Figure 1. Wire density map (run 1).
The bar under the picture is 20 um long. 10 x 10 tiles, from dark purple (low) to yellow (high), scaled to the fullest tile. Values are wire area over tile area, all layers added.
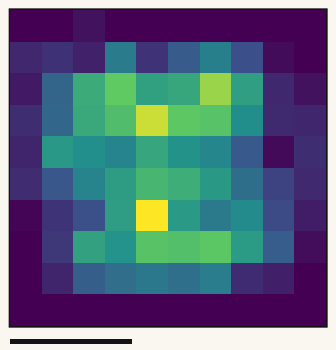
Figure 2. Cells by drive strength (run 1).
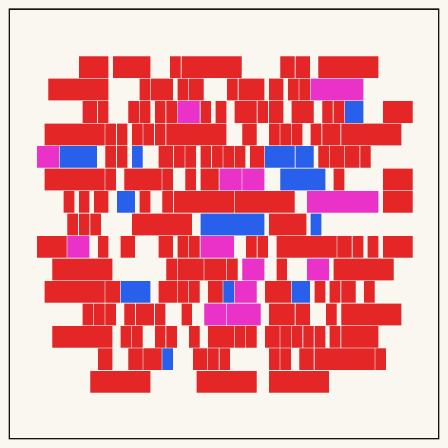
Figure 3. Port wiring (run 1).
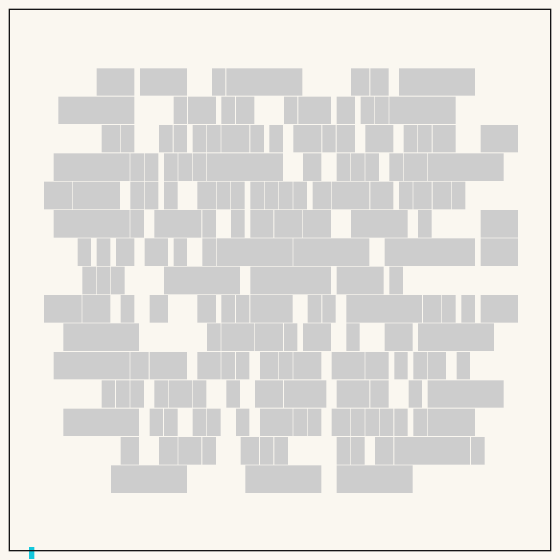
==> src/rtl/audio_i2s_pkg.sv <==
// Shared constants, types and slot helpers for the I2S codec interface.
// Frame timing is fixed: 256 clk12 cycles per stereo frame, 4 cycles per bit slot.
package audio_i2s_pkg;

  localparam int unsigned FRAME_CYCLES   = 256;
  localparam int unsigned BCLK_DIV       = 4;
  localparam int unsigned SAMPLE_BITS    = 16;
  localparam int unsigned SLOTS_PER_HALF = 32;

  localparam int unsigned CNT_W   = $clog2(FRAME_CYCLES);
  localparam int unsigned PHASE_W = $clog2(BCLK_DIV);
  localparam int unsigned SLOT_W  = $clog2(SLOTS_PER_HALF);

  localparam logic [CNT_W-1:0] LEFT_END  = CNT_W'(FRAME_CYCLES / 2 - 1);
  localparam logic [CNT_W-1:0] FRAME_END = CNT_W'(FRAME_CYCLES - 1);

  typedef logic [SAMPLE_BITS-1:0] sample_t;

  typedef struct packed {
    sample_t left;
    sample_t right;
  } stereo_t;

  // Position of clk12 within one bit clock period.
  typedef enum logic [PHASE_W-1:0] {
    PH_FALL = 2'd0,
    PH_LOW  = 2'd1,
    PH_RISE = 2'd2,
    PH_HIGH = 2'd3
  } bclk_phase_e;

  function automatic logic is_data_slot(input logic [SLOT_W-1:0] slot);
    return (slot >= 5'd1) && (slot <= 5'd16);
  endfunction

  // Slot 0 is the I2S one-bit delay; slots 1..16 carry the sample MSB first.
  function automatic logic slot_bit(input sample_t s, input logic [SLOT_W-1:0] slot);
    logic [3:0] idx;
    idx = 4'(5'd16 - slot);
    if (is_data_slot(slot)) begin
      return s[idx];
    end else begin
      return 1'b0;
    end
  endfunction

endpackage

==> src/rtl/audio_tone_gen.sv <==
// Square-wave tone source: holds +/-AMPLITUDE and flips polarity every
// TONE_HALF_FRAMES frame ticks.
module audio_tone_gen
  import audio_i2s_pkg::*;
#(
  parameter int unsigned TONE_HALF_FRAMES = 48,
  parameter sample_t     AMPLITUDE        = 16'h2000
) (
  input  logic    clk12,
  input  logic    reset12_,
  input  logic    frame_tick,
  output sample_t sample
);

  localparam logic [9:0] LAST_FRAME    = 10'(TONE_HALF_FRAMES - 1);
  localparam sample_t    NEG_AMPLITUDE = 16'h0000 - AMPLITUDE;

  logic [9:0] frame_cnt_r;
  logic       polarity_r;
  sample_t    sample_r;

  function automatic sample_t tone_level(input logic pol);
    if (pol) begin
      return NEG_AMPLITUDE;
    end else begin
      return AMPLITUDE;
    end
  endfunction

  // Half-period frame counter; sample_r always mirrors the current polarity.
  always_ff @(posedge clk12) begin
    if (!reset12_) begin
      frame_cnt_r <= 10'd0;
      polarity_r  <= 1'b0;
      sample_r    <= AMPLITUDE;
    end else if (frame_tick) begin
      if (frame_cnt_r == LAST_FRAME) begin
        frame_cnt_r <= 10'd0;
        polarity_r  <= ~polarity_r;
        sample_r    <= tone_level(~polarity_r);
      end else begin
        frame_cnt_r <= frame_cnt_r + 10'd1;
      end
    end else begin
      frame_cnt_r <= frame_cnt_r;
    end
  end

  assign sample = sample_r;

endmodule

==> src/rtl/audio_i2s_if.sv <==
// I2S master for the audio codec: derives bit/LR clocks from a 256-cycle frame
// counter, serialises the DAC stereo sample and captures the ADC stream.
module audio_i2s_if
  import audio_i2s_pkg::*;
#(
  parameter bit          LOOPBACK         = 1'b0,
  parameter int unsigned TONE_HALF_FRAMES = 48,
  parameter sample_t     AMPLITUDE        = 16'h2000
) (
  input  logic clk12,
  input  logic reset12_,
  output logic audio_mclk,
  output logic audio_bclk,
  output logic audio_daclrc,
  output logic audio_dacdat,
  output logic audio_adclrc,
  input  logic audio_adcdat
);

  logic [CNT_W-1:0]  cnt_r;
  logic [CNT_W-1:0]  cnt_next_s;
  logic [SLOT_W-1:0] slot_s;
  logic [SLOT_W-1:0] slot_next_s;
  logic              bclk_r;
  logic              lrc_r;
  logic              dacdat_r;
  logic              capture_s;
  logic              frame_tick_s;
  sample_t           shift_r;
  sample_t           tone_s;
  sample_t           dac_word_s;
  stereo_t           adc_r;
  stereo_t           dac_r;
  stereo_t           dac_load_s;

  audio_tone_gen #(
    .TONE_HALF_FRAMES (TONE_HALF_FRAMES),
    .AMPLITUDE        (AMPLITUDE)
  ) u_tone (
    .clk12      (clk12),
    .reset12_   (reset12_),
    .frame_tick (frame_tick_s),
    .sample     (tone_s)
  );

  // Slot decode, capture strobe and next-frame DAC sample selection.
  always_comb begin
    cnt_next_s   = cnt_r + 8'd1;
    slot_s       = cnt_r[6:2];
    slot_next_s  = cnt_next_s[6:2];
    frame_tick_s = (cnt_r == FRAME_END);
    capture_s    = (cnt_r[1:0] == PH_RISE) && is_data_slot(slot_s);
    dac_load_s   = '0;
    dac_word_s   = '0;
    // The right word completes on the same edge it is latched, so take it from the shifter.
    if (LOOPBACK) begin
      dac_load_s.left  = adc_r.left;
      dac_load_s.right = shift_r;
    end else begin
      dac_load_s.left  = tone_s;
      dac_load_s.right = tone_s;
    end
    if (cnt_next_s[7]) begin
      dac_word_s = dac_r.right;
    end else begin
      dac_word_s = dac_r.left;
    end
  end

  // Frame counter, registered clocks/data, ADC shifter and sample latches.
  always_ff @(posedge clk12) begin
    if (!reset12_) begin
      cnt_r    <= 8'd0;
      bclk_r   <= 1'b0;
      lrc_r    <= 1'b0;
      dacdat_r <= 1'b0;
      shift_r  <= 16'h0000;
      adc_r    <= '0;
      dac_r    <= '0;
    end else begin
      cnt_r  <= cnt_next_s;
      bclk_r <= cnt_next_s[1];
      lrc_r  <= cnt_next_s[7];
      if (cnt_next_s[1:0] == PH_FALL) begin
        dacdat_r <= slot_bit(dac_word_s, slot_next_s);
      end
      if (capture_s) begin
        shift_r <= {shift_r[14:0], audio_adcdat};
      end
      if (cnt_r == LEFT_END) begin
        adc_r.left <= shift_r;
      end
      if (frame_tick_s) begin
        adc_r.right <= shift_r;
        dac_r       <= dac_load_s;
      end
    end
  end

  assign audio_mclk   = clk12;
  assign audio_bclk   = bclk_r;
  assign audio_daclrc = lrc_r;
  assign audio_adclrc = lrc_r;
  assign audio_dacdat = dacdat_r;

endmodule

==> config.mk <==
export PLATFORM = sky130hd
export DESIGN_NAME = audio_i2s_if
export DESIGN_NICKNAME = d
export VERILOG_FILES = /design/src/rtl/audio_i2s_pkg.sv /design/src/rtl/audio_tone_gen.sv /design/src/rtl/audio_i2s_if.sv
export SDC_FILE = /design/constraint.sdc
export NUM_CORES = 1
export LEC_CHECK = 0
export ABC_AREA = 1
export CAP_MARGIN = 20
export CORE_MARGIN = 3
export CORE_UTILIZATION = 56
export CTS_CLUSTER_SIZE = 8
export DETAILED_ROUTE_END_ITERATION = 16
export MAX_ROUTING_LAYER = met4
export PLACE_DENSITY_LB_ADDON = 0.2
export SYNTH_ARGS = -nofsm -noshare
export SYNTH_HDL_FRONTEND = slang
export SYNTH_SLANG_ARGS = --single-unit
==> constraint.sdc <==
create_clock -name clk12 -period 2 [get_ports clk12]
set_input_delay 0.5 -clock clk12 [delete_from_list [all_inputs] [get_ports clk12]]
set_output_delay 0.5 -clock clk12 [all_outputs]
set_load 0.01 [all_outputs]
==> run summary, run 1 <==
Summary of the current implementation state.

- Routing resource usage on met2 recorded by global route was 30.51%.
- The flow ran to the end, and the final reports show no timing, DRC or antenna violations.
- Post-synthesis, Yosys gives the total cell area as 1174 sq um.
- Among the non-sequential cells, simple AND/OR/NAND/NOR gates take the most area.
- The overall power consumption is a little over 0.8 mW, for reference.
- The post-route setup TNS is 0 ns, for reference.
- Sequential cells account for 54.1% of the total power.
- Before placement the cells fill 63.17% of the core.
- The routability congestion estimate from global placement is 0.9207, for reference.
- The clock buffers instantiated in the layout total 7.
- Setup repair after global routing left no endpoint under its margin.
- After legalization and detailed placement, the total HPWL measured 1773 um.
- The combinational gate power is 0.0536 mW, for reference.
- Sequential cells consume a total of 0.450 mW.
- The critical path goes through clkbuf_4 > clkbuf_4 > clkdlybuf4s15_1.
- In this run the vertical extent of the chip is 51.78 um.
- In this run the VDD rail shows a maximum IR drop of ~0.00046 V.
- The later pin in the worst-skew pair is clocked with a latency of 0.42 ns.
- Looking at the reg2reg group, the worst path ends at audio_dacdat.
- The flip-flop count of the largest register after layout is 10, for reference.
- Overall routing resource usage recorded by global route was 21.95%.
- The cell repeated most along the worst path is sky130_fd_sc_hd__clkbuf_4, for reference.
- The most common logic cells in the final layout are sky130_fd_sc_hd__nand2_1 (40), sky130_fd_sc_hd__nor2_1 (25), sky130_fd_sc_hd__inv_1 (20), sky130_fd_sc_hd__dfxtp_1 (20), sky130_fd_sc_hd__a21oi_1 (9).
- Of the total power, the clock network draws between 30% and 40%.
- The part of the power in combinational logic is 6.4%, for reference.
-- Figure 1 (at the start) --
The densest ninth of the die: centre. 27% of the tiles are over half the peak. 24% of the tiles are nearly empty. The mean over all tiles is 0.14. The fullest tile reaches 0.49.

-- Figure 2 (at the start) --
Key: red = _0 and _1 cells [cells 153, share 85%]; magenta = _3 and _4 cells [cells 13, share 7.3%]; blue = _2 cells [cells 13, share 7.3%]

-- Figure 3 (at the start) --
Key: cyan = audio_adcdat [bits 1, direction input, end cells 0, buffers 0]
IO Pins: 8
number of I/O port buffers: 6

Figure 4. Placed cells, one colour a class (run 1).
The bar under the picture is 20 um long.
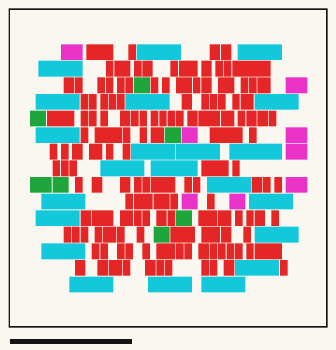

==> run 2, diff against run 1 <==
--- a/config.mk
+++ b/config.mk
@@ -6,12 +6,13 @@
 export NUM_CORES = 1
 export LEC_CHECK = 0
 export ABC_AREA = 1
+export ABC_CLOCK_PERIOD_IN_PS = 2000
 export CAP_MARGIN = 20
 export CORE_MARGIN = 3
-export CORE_UTILIZATION = 56
+export CORE_UTILIZATION = 60
 export CTS_CLUSTER_SIZE = 8
 export DETAILED_ROUTE_END_ITERATION = 16
-export MAX_ROUTING_LAYER = met4
+export DONT_BUFFER_PORTS = 1
 export PLACE_DENSITY_LB_ADDON = 0.2
 export SYNTH_ARGS = -nofsm -noshare
 export SYNTH_HDL_FRONTEND = slang
Figure 5. Placed cells, one colour a class (run 2).
The bar under the picture is 20 um long.
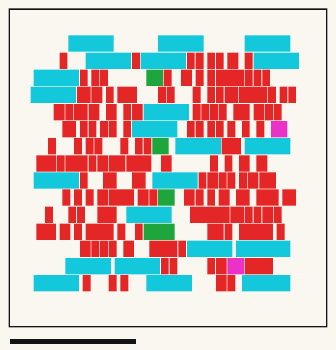
Key: cyan = flops [cells 22, share of their area 37%]; green = clock drivers and dummy loads [cells 4, share of their area 3.0%]; magenta = other buffers and delay cells [cells 2, share of their area 1.2%]; red = combinational and other logic [cells 142, share of their area 59%]
utilization of the core after routing: 70.11%
sequential share of cell area: 35.64%
Layout Cell Area excl Fill: 1250 sq um
total number of placement rows: 15
Core Box Area: 1783 sq um

Figure 6. Track usage over the die (run 2).
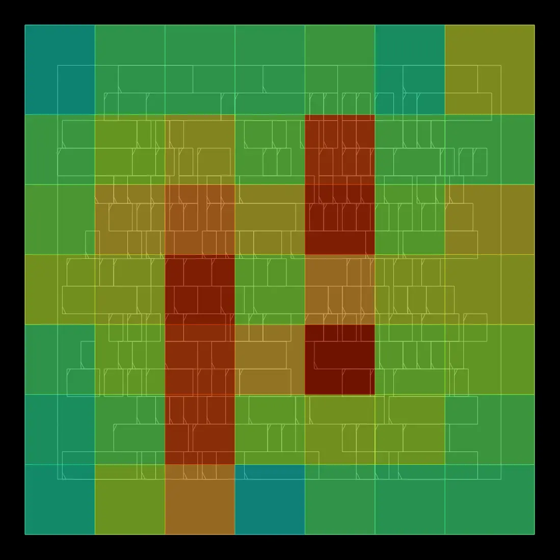
post-DR wirelength/cell: 11.23 um
grt met2 use: 40.22%
most heavily used metal layer in global routing: met2
met3 usage in global routing: 3.264%

==> run summary, run 2 <==
Summary of the current implementation state.

- Outcome: complete, no violations (unchanged).
- The vertical die dimension was 50.23 um (was 51.78 um).
- The flip-flop and latch power is 0.451 mW (was 0.450 mW), for reference.
- The post-route setup TNS is 0 ns (unchanged), for reference.
- The overall power consumption is 0.7339 mW (was 0.8318 mW), for reference.
- The portion of total power attributed to sequential cells is 61.5% (was 54.1%), for reference.
- No sink is reached through more buffers than the 2 on the longest clock path.
- The number of DRC violations after detailed-routing iteration 0 is 16 (was 43).
- The clock-pin slew reported for the worst setup and hold paths after clock tree synthesis is 0.12 ns (was 0.11 ns), for reference.
- The synthesis area per yosys came to 1174 sq um (unchanged).
- The flip-flop count of the largest register after layout is 10 (unchanged), for reference.
- The later-pin clock latency in the skew report is 0.30 ns (was 0.42 ns), for reference.
- The largest family of logic cells by area is simple AND/OR/NAND/NOR gates (unchanged).
- The maximum resistive drop on vdd is 0.0004628 V (was 0.0004589 V).
- Top Layout Cells: sky130_fd_sc_hd__nand2_1 (40), sky130_fd_sc_hd__nor2_1 (25), sky130_fd_sc_hd__inv_1 (21) (was sky130_fd_sc_hd__nand2_1 (40), sky130_fd_sc_hd__nor2_1 (25), sky130_fd_sc_hd__inv_1 (20), sky130_fd_sc_hd__dfxtp_1 (20), sky130_fd_sc_hd__a21oi_1 (9)).
- The routability congestion estimate from global placement came to 0.8046 (was 0.9207).
- Unrepaired setup endpoints after global routing: false (unchanged).
- The total length of routed met3 wires came to 91 um (was 98 um).
- The topmost layer with routed signal wires is met4 (unchanged), for reference.
- The power share of the clock group is 33.0% (was 39.4%).
- The number of clock buffers in the layout is 4 (was 7), for reference.
Power figures rest on the tool's default switching activity, not on a simulated workload.
